===== config.mk =====
export PLATFORM = sky130hd
export DESIGN_NAME = apb4_tmr_mc
export DESIGN_NICKNAME = d
export VERILOG_FILES = /design/src/rtl/apb4_tmr_mc.sv
export SDC_FILE = /design/constraint.sdc
export NUM_CORES = 1
export LEC_CHECK = 0
export CORE_MARGIN = 2
export CORE_UTILIZATION = 55
export DETAILED_ROUTE_END_ITERATION = 10
export GPL_ROUTABILITY_DRIVEN = 0
export PLACE_DENSITY = 0.7
export SLEW_MARGIN = 20
export SYNTH_ARGS = -nofsm -noshare
export SYNTH_HDL_FRONTEND = slang
export SYNTH_SLANG_ARGS = --single-unit

===== constraint.sdc =====
create_clock -name clk_i -period 6.59 [get_ports clk_i]
set_input_delay 1.318 -clock clk_i [delete_from_list [all_inputs] [get_ports clk_i]]
set_output_delay 1.318 -clock clk_i [all_outputs]
set_load 0.03 [all_outputs]

===== src/rtl/apb4_tmr_mc.sv =====
// apb4_tmr_mc: multi-channel APB4 timer. One shared prescaler drives CH_NUM
// up/down counters with compare/reload, one-shot mode and overflow interrupts.
// Optional input capture is compiled in when TMR_CAP_EN is defined.
module apb4_tmr_mc #(
    parameter int unsigned CH_NUM = 4,
    parameter int unsigned CNT_W  = 32,
    parameter int unsigned PSCR_W = 16
) (
    input  logic              clk_i,
    input  logic              rst_i,
    input  logic [7:0]        paddr,
    input  logic              psel,
    input  logic              penable,
    input  logic              pwrite,
    input  logic [31:0]       pwdata,
    output logic [31:0]       prdata,
    output logic              pready,
    output logic              pslverr,
    input  logic [CH_NUM-1:0] cap_i,
    output logic [CH_NUM-1:0] irq_o
);
    logic                         acc, glb, ch_ok, addr_err, wr;
    logic                         pscr_we, stat_we, tick;
    logic [3:0]                   blk, ch_idx;
    logic [1:0]                   reg_sel;
    logic [PSCR_W-1:0]            pscr, pc;
    logic [CH_NUM-1:0]            ovie_v, ov_v, ovif;
    logic [CH_NUM-1:0][5:0]       ctrl_v;
    logic [CH_NUM-1:0][CNT_W-1:0] cmp_v, cnt_v;
    logic [31:0]                  stat_rd;
    logic                         unused_ok;
`ifdef TMR_CAP_EN
    logic [CH_NUM-1:0]            cap_ev_v, capif;
    logic [CH_NUM-1:0][CNT_W-1:0] cap_v;
`endif

    // address decode: word index paddr[7:2], block 0 is global, block n+1 is channel n
    assign acc       = psel & penable;
    assign blk       = paddr[7:4];
    assign reg_sel   = paddr[3:2];
    assign glb       = (blk == 4'd0);
    assign ch_idx    = blk - 4'd1;
    assign ch_ok     = !glb && (32'(ch_idx) < CH_NUM);
    assign addr_err  = glb ? reg_sel[1] : (!ch_ok || (pwrite && (reg_sel == 2'd3)));
    assign pslverr   = acc & addr_err;
    assign wr        = acc & pwrite & ~addr_err;
    assign pscr_we   = wr & glb & (reg_sel == 2'd0);
    assign stat_we   = wr & glb & (reg_sel == 2'd1);
    assign pready    = 1'b1;
    assign unused_ok = ^{paddr[1:0], cap_i};

    assign tick = (pc == pscr);

    // shared prescaler; a PSCR write restarts the period
    always_ff @(posedge clk_i) begin
        if (rst_i) begin
            pscr <= '0;
            pc   <= '0;
        end else if (pscr_we) begin
            pscr <= pwdata[PSCR_W-1:0];
            pc   <= '0;
        end else if (tick) begin
            pc <= '0;
        end else begin
            pc <= pc + PSCR_W'(1);
        end
    end

    for (genvar n = 0; n < CH_NUM; n++) begin : g_ch
        logic             sel, ctrl_we, cmp_we, cnt_we, en_load, ov;
        logic             en, dir, oneshot, ovie;
        logic [1:0]       capedge;
        logic [CNT_W-1:0] cmp, cnt;

        assign sel     = wr & ch_ok & (ch_idx == 4'(n));
        assign ctrl_we = sel & (reg_sel == 2'd0);
        assign cmp_we  = sel & (reg_sel == 2'd1);
        assign cnt_we  = sel & (reg_sel == 2'd2);
        assign en_load = ctrl_we & pwdata[0] & ~en;
        assign ov      = en & tick & (dir ? (cnt == '0) : (cnt == cmp));

        // control and compare registers; one-shot overflow drops EN
        always_ff @(posedge clk_i) begin
            if (rst_i) begin
                en      <= 1'b0;
                dir     <= 1'b0;
                oneshot <= 1'b0;
                ovie    <= 1'b0;
                cmp     <= '0;
`ifdef TMR_CAP_EN
                capedge <= 2'b00;
`endif
            end else begin
                if (ctrl_we) begin
                    en      <= pwdata[0];
                    dir     <= pwdata[1];
                    oneshot <= pwdata[2];
                    ovie    <= pwdata[3];
`ifdef TMR_CAP_EN
                    capedge <= pwdata[5:4];
`endif
                end else if (ov && oneshot) begin
                    en <= 1'b0;
                end
                if (cmp_we) cmp <= pwdata[CNT_W-1:0];
            end
        end

        // counter: CNT write beats enable load, which beats a tick
        always_ff @(posedge clk_i) begin
            if (rst_i) begin
                cnt <= '0;
            end else if (cnt_we) begin
                cnt <= pwdata[CNT_W-1:0];
            end else if (en_load) begin
                cnt <= pwdata[1] ? cmp : '0;
            end else if (en && tick) begin
                if (ov)       cnt <= dir ? cmp : '0;
                else if (dir) cnt <= cnt - CNT_W'(1);
                else          cnt <= cnt + CNT_W'(1);
            end
        end

`ifdef TMR_CAP_EN
        logic             s1, s2, dly, cap_ev;
        logic [CNT_W-1:0] cap;
        assign cap_ev = (capedge[0] & s2 & ~dly) | (capedge[1] & ~s2 & dly);

        // pin synchroniser, edge-detect delay stage and capture register
        always_ff @(posedge clk_i) begin
            if (rst_i) begin
                s1  <= 1'b0;
                s2  <= 1'b0;
                dly <= 1'b0;
                cap <= '0;
            end else begin
                s1  <= cap_i[n];
                s2  <= s1;
                dly <= s2;
                if (cap_ev) cap <= cnt;
            end
        end
        assign cap_ev_v[n] = cap_ev;
        assign cap_v[n]    = cap;
`else
        assign capedge = 2'b00;
`endif

        assign ctrl_v[n] = {capedge, ovie, oneshot, dir, en};
        assign cmp_v[n]  = cmp;
        assign cnt_v[n]  = cnt;
        assign ovie_v[n] = ovie;
        assign ov_v[n]   = ov;
    end

    // status flags: W1C, a hardware set in the same cycle wins
    always_ff @(posedge clk_i) begin
        if (rst_i) begin
            ovif <= '0;
`ifdef TMR_CAP_EN
            capif <= '0;
`endif
        end else begin
            ovif <= (ovif & ~(stat_we ? pwdata[CH_NUM-1:0] : '0)) | ov_v;
`ifdef TMR_CAP_EN
            capif <= (capif & ~(stat_we ? pwdata[8 +: CH_NUM] : '0)) | cap_ev_v;
`endif
        end
    end

`ifdef TMR_CAP_EN
    assign irq_o = (ovif | capif) & ovie_v;
`else
    assign irq_o = ovif & ovie_v;
`endif

    // STAT read image
    always_comb begin
        stat_rd = '0;
        stat_rd[CH_NUM-1:0] = ovif;
`ifdef TMR_CAP_EN
        stat_rd[8 +: CH_NUM] = capif;
`endif
    end

    // combinational read mux, zero outside a valid read access
    always_comb begin
        prdata = '0;
        if (acc && !pwrite && !addr_err) begin
            if (glb) begin
                prdata = reg_sel[0] ? stat_rd : 32'(pscr);
            end else begin
                for (int n = 0; n < CH_NUM; n++) begin
                    if (ch_idx == 4'(n)) begin
                        case (reg_sel)
                            2'd0:    prdata = 32'(ctrl_v[n]);
                            2'd1:    prdata = 32'(cmp_v[n]);
                            2'd2:    prdata = 32'(cnt_v[n]);
`ifdef TMR_CAP_EN
                            default: prdata = 32'(cap_v[n]);
`else
                            default: prdata = '0;
`endif
                        endcase
                    end
                end
            end
        end
    end
endmodule


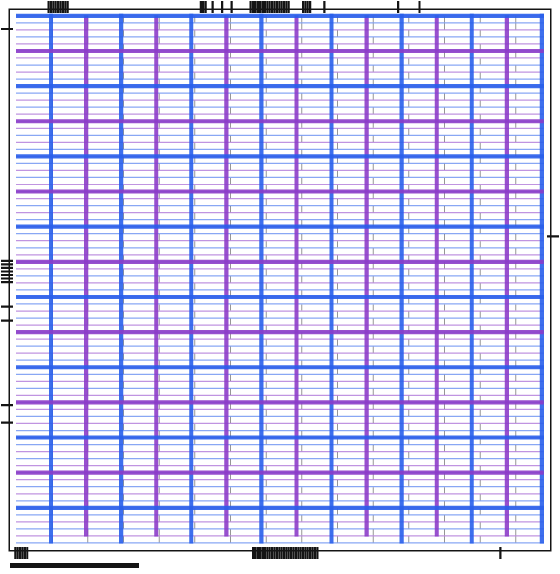
Figure 1: floorplan with the power grid.
The bar under the picture is 50 microns long. Pins as bars on the die edge. Tap cells in grey.
legend:
  VDD:
    colour: purple
  VSS:
    colour: blue
signal pins: 87
met5 straps: 15
tap cells: 539
rows: 75

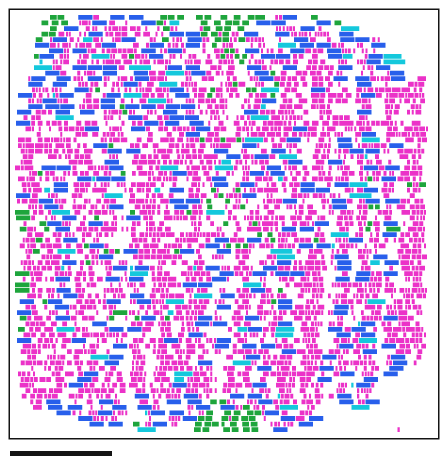
Figure 2: cell classes on the final placement.
The bar under the picture is 50 microns long.
legend:
  clock drivers and dummy loads:
    colour: cyan
    cells: 67
  remaining logic cells:
    colour: magenta
    cells: 2551
  remaining buffers and delay cells:
    colour: green
    cells: 143
  sequential cells:
    colour: blue
    cells: 308

==> flow_summary.yaml <==
# yosys + openroad results
grt:
  grt_pass1_wl_microns: 139000
  overflow: 0
  grt_usage_pct: 40.6
  grt_pass1_vias: 23800
  grt_max_degree: 128
  grt_antenna_before_repair: 1
synthesis:
  top_cells_by_count: "nand2_1, a21oi_1, dfxtp_1"
  syn_nets: 3257
  ff_type: "dfxtp_1"
  simple_gate_area_share_pct: 20.2
  ys_top_cells_by_area: "dfxtp_1, nand2_1, a21oi_1, ha_1, a22oi_1"
  synth_area_sq_mm: 0.0231
  largest_area_cell: "dfxtp_1"
  ys_warn_count: 0
  synth_cells: 3083
  edf_count: 0
  synthArstFlopShare_pct: 0
  yosysUniqueCellTypes: 82
  yosysChipArea_sq_mm: 0.0231
  adder_share_pct: 6.90
  synth_flops: 308
  mux_share_pct: 1.27
  ys_sh_aoi_pct: 30.7
power:
  finalPower_mw: 4.30
  pg_clk_mw: 2.20
  ir_worst_vdd_v: 0.000167
  internal-power_mw: 3.24
  pwr_density_cell_mw_per_mm2: 168
  powerSeq_mw: 1.86
  netSwitchingPower_mw: 1.06
  swShare_pct: 24.7
  maxPowerGroup: "clock"
  p_comb_mw: 0.229
finish:
  n_antenna_cell: 1
  layout.nets: 3215
  layout_top_cell: "nand2_1"
  comb_share_pct: 62.3
  fin_area_sq_mm: 0.0256
  num-nonclk-inverters: 50
  logic_gates: 2501
  final-clk-cell-share_pct: 5.03
  final_cell_mix: "nand2_1, a21oi_1, dfxtp_1"
  bufAreaShareNonClock_pct: 5.24
  drive_above_1_share_pct: 5.80
  clock_buffers: 51
  comb_area_sq_mm: 0.0159
final_timing:
  tns_ps: 0
  fin_skew_ps: 13.7
  setup_viol: 0
  timing.final.ws_setup_ps: 716
  worstMarginPinSlew_ps: 1230
  max_freq_mhz: 170
  relSlewSlack_pct: 17.1
  rsz0062_at_grt: "false"
  timing.final.crit_period_ps: 5870
  final_hold_viol_count: 0
drt:
  initialDrtViolationCount: 3886
  drc: 0
  drt-vias-per-instance: 7.01
  postRouteAntennaNets: 0
  drt-total-wl_microns: 91400
  via_count: 25300
  dr.pass1.iters: 10
  post_drt_wl_per_cell_microns: 25.3
clock_network:
  clock-sinks: 308
  clk_latency_ps: 550
  path_clk_slew_ps: 60
  cts-root-buf: "clkbuf_16"
setup_path:
  r2r-start: "g_ch[0].dir"
  critPathBufInv: 3
  arrival_ps: 4560
  cpPeakStageDelay_ps: 670
  crit_chain: "clkdlybuf4s50_1 > nor2_1 > nand2_1 > nor2_4 > buf_4 > a22oi_1 > o221ai_1 > a222oi_1 > nor2_1 > clkdlybuf4s50_1"
  worst-setup-path-type: "in2out"
  start_kind: "primary input"
  cp_max_fo: 19
  cp_top_family: "buffers and inverters"
  reg2regPathDepth: 11
  cpMaxStageDelayCell: "clkdlybuf4s50_1"
  critPathRequiredTime_ps: 5270
worst_hold_path:
  hold_class: "reg2reg"
  hold_path_end: "ovif[3]"
  hold_path.startpoint: "ovif[3]"
place:
  placed_cell_area_sq_mm: 0.0243
floorplanning:
  die_area_sq_mm: 0.0437
  core_sq_mm: 0.0417
outcome:
  status: "finished, final reports clean"
==> sequential cells by signal (all words and copies together), names as in the netlist <==
register      count
pc               16
g_ch.dir          4
pscr             16
g_ch.oneshot      4
g_ch.cnt        128
g_ch.cmp        128
g_ch.en           4
ovif              4
g_ch.ovie         4
==> tightest hold or removal path, stage by stage (launching register included) <==
cell     delay [ps]
dfxtp_1         320
nand2_1          60
a21oi_1          50
==> cell families (layout without fill, tap and decap cells) <==
group           after synthesis  after routing
fa+ha+maj                   125            125
other cells                   1              2
compound gates             1063           1063
xor+xnor                    252            252
flops                       308            308
mux                          28             28
buf+inv                     274            260
simple gates               1032           1032
==> how the worst max path moves through the flow <==
| stage | startpoint | end | slack [ps] | depth (start not counted) |
|---|---|---|---|---|
| floorplan | paddr[2] | prdata[20] | 1700 | 7 |
| global placement | paddr[5] | prdata[15] | 910 | 7 |
| detailed placement | paddr[7] | prdata[7] | 880 | 10 |
| CTS | paddr[5] | prdata[21] | 870 | 10 |
| global route | paddr[7] | prdata[7] | 680 | 10 |
| finish | paddr[7] | prdata[8] | 720 | 10 |
==> layer usage <==
layer	track usage, %	up-vias	part of all wire [%]
met1	51.4	11900	37
met5	0	-	0
li1	-	11400	-
met2	63.8	1678	44
met4	26.1	0	7.3
met3	7.42	357	12
==> metrics by stage <==
stage	instances	utilization (%)	hold slack, ps
3_5_place_dp	3541	58.4	461
2_1_floorplan	3083	-	441
3_3_place_gp	3541	58.4	454
6_report	3609	61.5	476
4_1_cts	3608	61.4	473
5_1_grt	3608	61.5	492
No activity file was given, so power comes from the tool's default toggle rates.
